<file path="src/rtl/tib_loader.sv">
// Console input stage: 8N1 serial receiver with minimal line editing that writes accepted
// characters into the terminal input buffer and hands completed lines to the interpreter.
module tib_loader #(
  parameter int unsigned TIB          = 'h1000,
  parameter int unsigned TIB_SZ       = 'h80,
  parameter int unsigned ASZ          = 17,
  parameter int unsigned CLKS_PER_BIT = 868
) (
  input  logic           clk,
  input  logic           rst,
  input  logic           rx_i,
  output logic           tib_req_o,
  output logic [ASZ-1:0] tib_addr_o,
  output logic [7:0]     tib_data_o,
  input  logic           tib_ack_i,
  output logic           line_rdy_o,
  output logic [7:0]     line_len_o,
  input  logic           line_ack_i,
  output logic           frm_err_o,
  output logic           drop_o
);

  localparam int unsigned CW = $clog2(CLKS_PER_BIT);
  localparam logic [CW-1:0]  HalfM1 = CW'(CLKS_PER_BIT / 2 - 1);
  localparam logic [CW-1:0]  FullM1 = CW'(CLKS_PER_BIT - 1);
  localparam logic [CW-1:0]  CntOne = CW'(1);
  localparam logic [ASZ-1:0] TibBase = ASZ'(TIB);
  localparam logic [7:0]     TibSz = 8'(TIB_SZ);

  typedef enum logic [1:0] {RIdle, RStart, RData, RStop} rx_state_e;
  typedef enum logic [1:0] {LAccept, LWrite, LReady} line_state_e;

  // Receiver state
  rx_state_e     rstate_q;
  logic          rx_s1_q, rx_s2_q, rx_prev_q;
  logic [CW-1:0] cnt_q;
  logic [2:0]    bitn_q;
  logic [7:0]    shift_q;
  logic [7:0]    byte_q;
  logic          stb_q;
  logic          ferr_q;

  // Line editor state
  line_state_e    lstate_q;
  logic [7:0]     idx_q;
  logic           req_q;
  logic [ASZ-1:0] addr_q;
  logic [7:0]     data_q;
  logic           rdy_q;
  logic [7:0]     len_q;
  logic           drop_q;

  always_ff @(posedge clk or posedge rst) begin
    if (rst) begin
      rstate_q  <= RIdle;
      rx_s1_q   <= 1'b1;
      rx_s2_q   <= 1'b1;
      rx_prev_q <= 1'b1;
      cnt_q     <= '0;
      bitn_q    <= '0;
      shift_q   <= '0;
      byte_q    <= '0;
      stb_q     <= 1'b0;
      ferr_q    <= 1'b0;
    end else begin
      rx_s1_q   <= rx_i;
      rx_s2_q   <= rx_s1_q;
      rx_prev_q <= rx_s2_q;
      stb_q     <= 1'b0;
      ferr_q    <= 1'b0;
      unique case (rstate_q)
        RIdle: begin
          if (rx_prev_q && !rx_s2_q) begin
            rstate_q <= RStart;
            cnt_q    <= '0;
          end
        end
        RStart: begin
          if (cnt_q == HalfM1) begin
            cnt_q    <= '0;
            bitn_q   <= '0;
            // A line that is high again at mid start bit was only a glitch.
            rstate_q <= rx_s2_q ? RIdle : RData;
          end else begin
            cnt_q <= cnt_q + CntOne;
          end
        end
        RData: begin
          if (cnt_q == FullM1) begin
            cnt_q   <= '0;
            shift_q <= {rx_s2_q, shift_q[7:1]};
            bitn_q  <= bitn_q + 3'd1;
            if (bitn_q == 3'd7) rstate_q <= RStop;
          end else begin
            cnt_q <= cnt_q + CntOne;
          end
        end
        RStop: begin
          if (cnt_q == FullM1) begin
            cnt_q    <= '0;
            rstate_q <= RIdle;
            if (rx_s2_q) begin
              stb_q  <= 1'b1;
              byte_q <= shift_q;
            end else begin
              ferr_q <= 1'b1;
            end
          end else begin
            cnt_q <= cnt_q + CntOne;
          end
        end
        default: rstate_q <= RIdle;
      endcase
    end
  end

  always_ff @(posedge clk or posedge rst) begin
    if (rst) begin
      lstate_q <= LAccept;
      idx_q    <= '0;
      req_q    <= 1'b0;
      addr_q   <= '0;
      data_q   <= '0;
      rdy_q    <= 1'b0;
      len_q    <= '0;
      drop_q   <= 1'b0;
    end else begin
      drop_q <= 1'b0;
      unique case (lstate_q)
        LAccept: begin
          if (stb_q) begin
            if (byte_q == 8'h0D) begin
              len_q    <= idx_q;
              rdy_q    <= 1'b1;
              lstate_q <= LReady;
            end else if (byte_q == 8'h0A) begin
              drop_q <= 1'b0;
            end else if (byte_q == 8'h08 || byte_q == 8'h7F) begin
              if (idx_q != 8'd0) idx_q <= idx_q - 8'd1;
            end else if (idx_q < TibSz) begin
              addr_q   <= TibBase + ASZ'(idx_q);
              data_q   <= byte_q;
              req_q    <= 1'b1;
              lstate_q <= LWrite;
            end else begin
              drop_q <= 1'b1;
            end
          end
        end
        LWrite: begin
          if (stb_q) drop_q <= 1'b1;
          if (tib_ack_i) begin
            req_q    <= 1'b0;
            idx_q    <= idx_q + 8'd1;
            lstate_q <= LAccept;
          end
        end
        LReady: begin
          if (stb_q) drop_q <= 1'b1;
          if (line_ack_i) begin
            rdy_q    <= 1'b0;
            idx_q    <= '0;
            lstate_q <= LAccept;
          end
        end
        default: lstate_q <= LAccept;
      endcase
    end
  end

  assign tib_req_o  = req_q;
  assign tib_addr_o = addr_q;
  assign tib_data_o = data_q;
  assign line_rdy_o = rdy_q;
  assign line_len_o = len_q;
  assign frm_err_o  = ferr_q;
  assign drop_o     = drop_q;

endmodule

</file>
<file path="config.mk">
export PLATFORM = sky130hd
export DESIGN_NAME = tib_loader
export DESIGN_NICKNAME = d
export VERILOG_FILES = /design/src/rtl/tib_loader.sv
export SDC_FILE = /design/constraint.sdc
export NUM_CORES = 1
export LEC_CHECK = 0
export CORE_MARGIN = 4
export CORE_UTILIZATION = 25
export CTS_CLUSTER_DIAMETER = 200
export DETAILED_ROUTE_END_ITERATION = 7
export PLACE_DENSITY = 0.47
export SYNTH_ARGS = -nofsm -noshare
export SYNTH_HDL_FRONTEND = slang
export SYNTH_SLANG_ARGS = --single-unit
</file>
<file path="constraint.sdc">
create_clock -name clk -period 3.2 [get_ports clk]
set_input_delay 0.32 -clock clk [delete_from_list [all_inputs] [get_ports clk]]
set_output_delay 0.32 -clock clk [all_outputs]
set_load 0.02 [all_outputs]
</file>
Figure 1. M3 wires.
(4 px per um) Cells faint in the background.
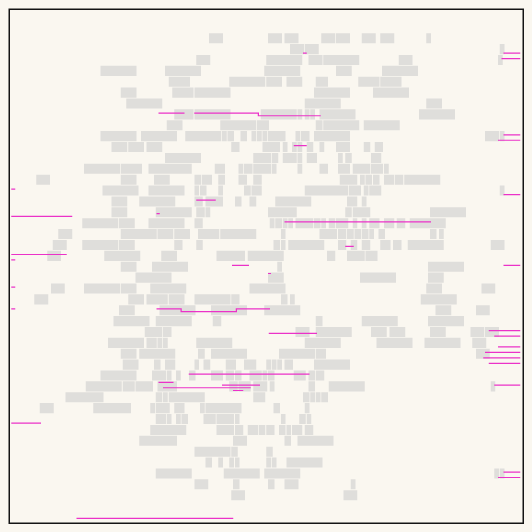
wire length on this layer	359 um
longest straight run	38.9 um
share of all routed wire	4.7%
nets with wire on the layer	32
main direction	horizontal

Figure 2. Routed clock nets over the placement.
(3 px per um)
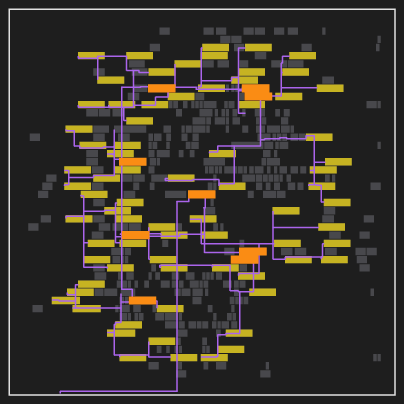
[flip-flops] yellow | count: 74
[clock-net drivers] orange | count: 9
[clock wires] purple | length: 1080 um
routed clock nets	10

Figure 3. Clock routing.
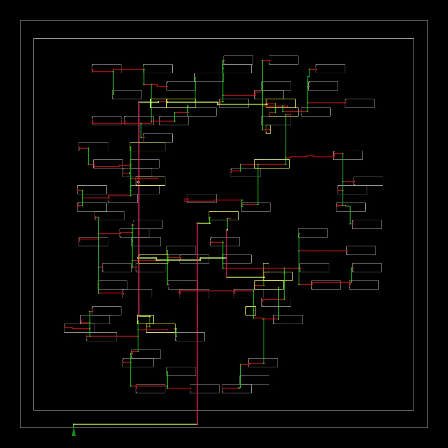
flop count: 74
clock sinks: 74
TritonCTS Buffers: 9

==> flow_metrics.env <==
# source this file to load flow results
export IMPL_syn_avg_cell_area_um2=11.1
export IMPL_core_area_um2=14000
export IMPL_setup_ws_ns=0.609
export IMPL_cts_root_buf="clkbuf_16"
export IMPL_ys_seq_share_pct=51.5
export IMPL_n_clock_buffer=12
export IMPL_vias_per_cell=4.55
export IMPL_cp_arrival_ns=2.80
export IMPL_cts_resized=0
export IMPL_clk_latency_ns=0.33
export IMPL_met1_usage_pct=13.3
export IMPL_die_size_y_um=128
export IMPL_crit_path_end="tib_data_o[4]"
export IMPL_ys_cells=324
export IMPL_cp_start_kind="flop"
export IMPL_placed_area_um2=4110
export IMPL_area_growth_pct=23.2
export IMPL_seq_power_share_pct=37.7
export IMPL_route_detailed_drc=0
export IMPL_p_clk_mw=1.11
export IMPL_most_common_cell="dfrtp_1"
export IMPL_dr_first_iter_drc_count=126
export IMPL_nNetsFinal=381
export IMPL_power_leader="sequential cells"
export IMPL_synthAoiAreaFrac_pct=11.7
export IMPL_power_total_mw=3.11
export IMPL_cp_end_kind="flop"
export IMPL_status="finished clean"
export IMPL_p_sw_mw=0.990
export IMPL_r2r_end="tib_data_o[4]"
export IMPL_swShare_pct=31.8
export IMPL_ys_area_um2=3610
export IMPL_comb_cells=225
export IMPL_ys_types=52
export IMPL_clk_pin_slew_ns=0.06
export IMPL_cts_buffer_depth=2
export IMPL_critPathTopFamily="simple AND/OR/NAND/NOR gates"
export IMPL_syn_area_um2=3610
export IMPL_p_comb_mw=0.833
export IMPL_leakage_nw=2.04
export IMPL_synth_cells=324
export IMPL_setup_violations_final=0
export IMPL_adder_share_pct=5.41
export IMPL_postCtsHoldBufs=0
export IMPL_final_cell_mix="dfrtp_1, clkdlybuf4s50_1, mux2_2, nand2_1, o21ai_0"
export IMPL_fill_cells=1431
export IMPL_finalCriticalPeriod_ns=2.59
export IMPL_clk_share_pct=7.43
export IMPL_hold_path_end="rx_s2_q"
export IMPL_power_per_cell_area_nw_per_um2=700
export IMPL_ys_top_logic_family="simple AND/OR/NAND/NOR gates"
export IMPL_synthMuxAreaShare_pct=12.9
export IMPL_first_pass_iters=4
export IMPL_ant_nets=0
export IMPL_r2r_cells=5
export IMPL_ys_flops=74
export IMPL_cp_required_ns=3.41
export IMPL_crit_fanout=18
export IMPL_path_cells="inv_1, ha_1, a21boi_0, and3_1, mux2_2"
export IMPL_ys_sh_simple_pct=12.9
export IMPL_p_comb_share_pct=26.8
export IMPL_tool_warnings=30
export IMPL_largest_reg_flops=10
export IMPL_hold_start="rx_s1_q"
export IMPL_gr_usage_met3_pct=2.46
export IMPL_cap_viol_max_count=0
export IMPL_inv_count=15
export IMPL_yosysWarnings=0
export IMPL_dp_hpwl_mm=5.35
export IMPL_largest_class="sequential cells"
export IMPL_cp_buffers_inverters=1
export IMPL_crit_path_start="lstate_q[1]"
export IMPL_edf_count=0
export IMPL_crit_path_top_delay_cell="and3_1"
export IMPL_top_usage_layer="met2"
export IMPL_regArea_um2=1860
export IMPL_ios=42
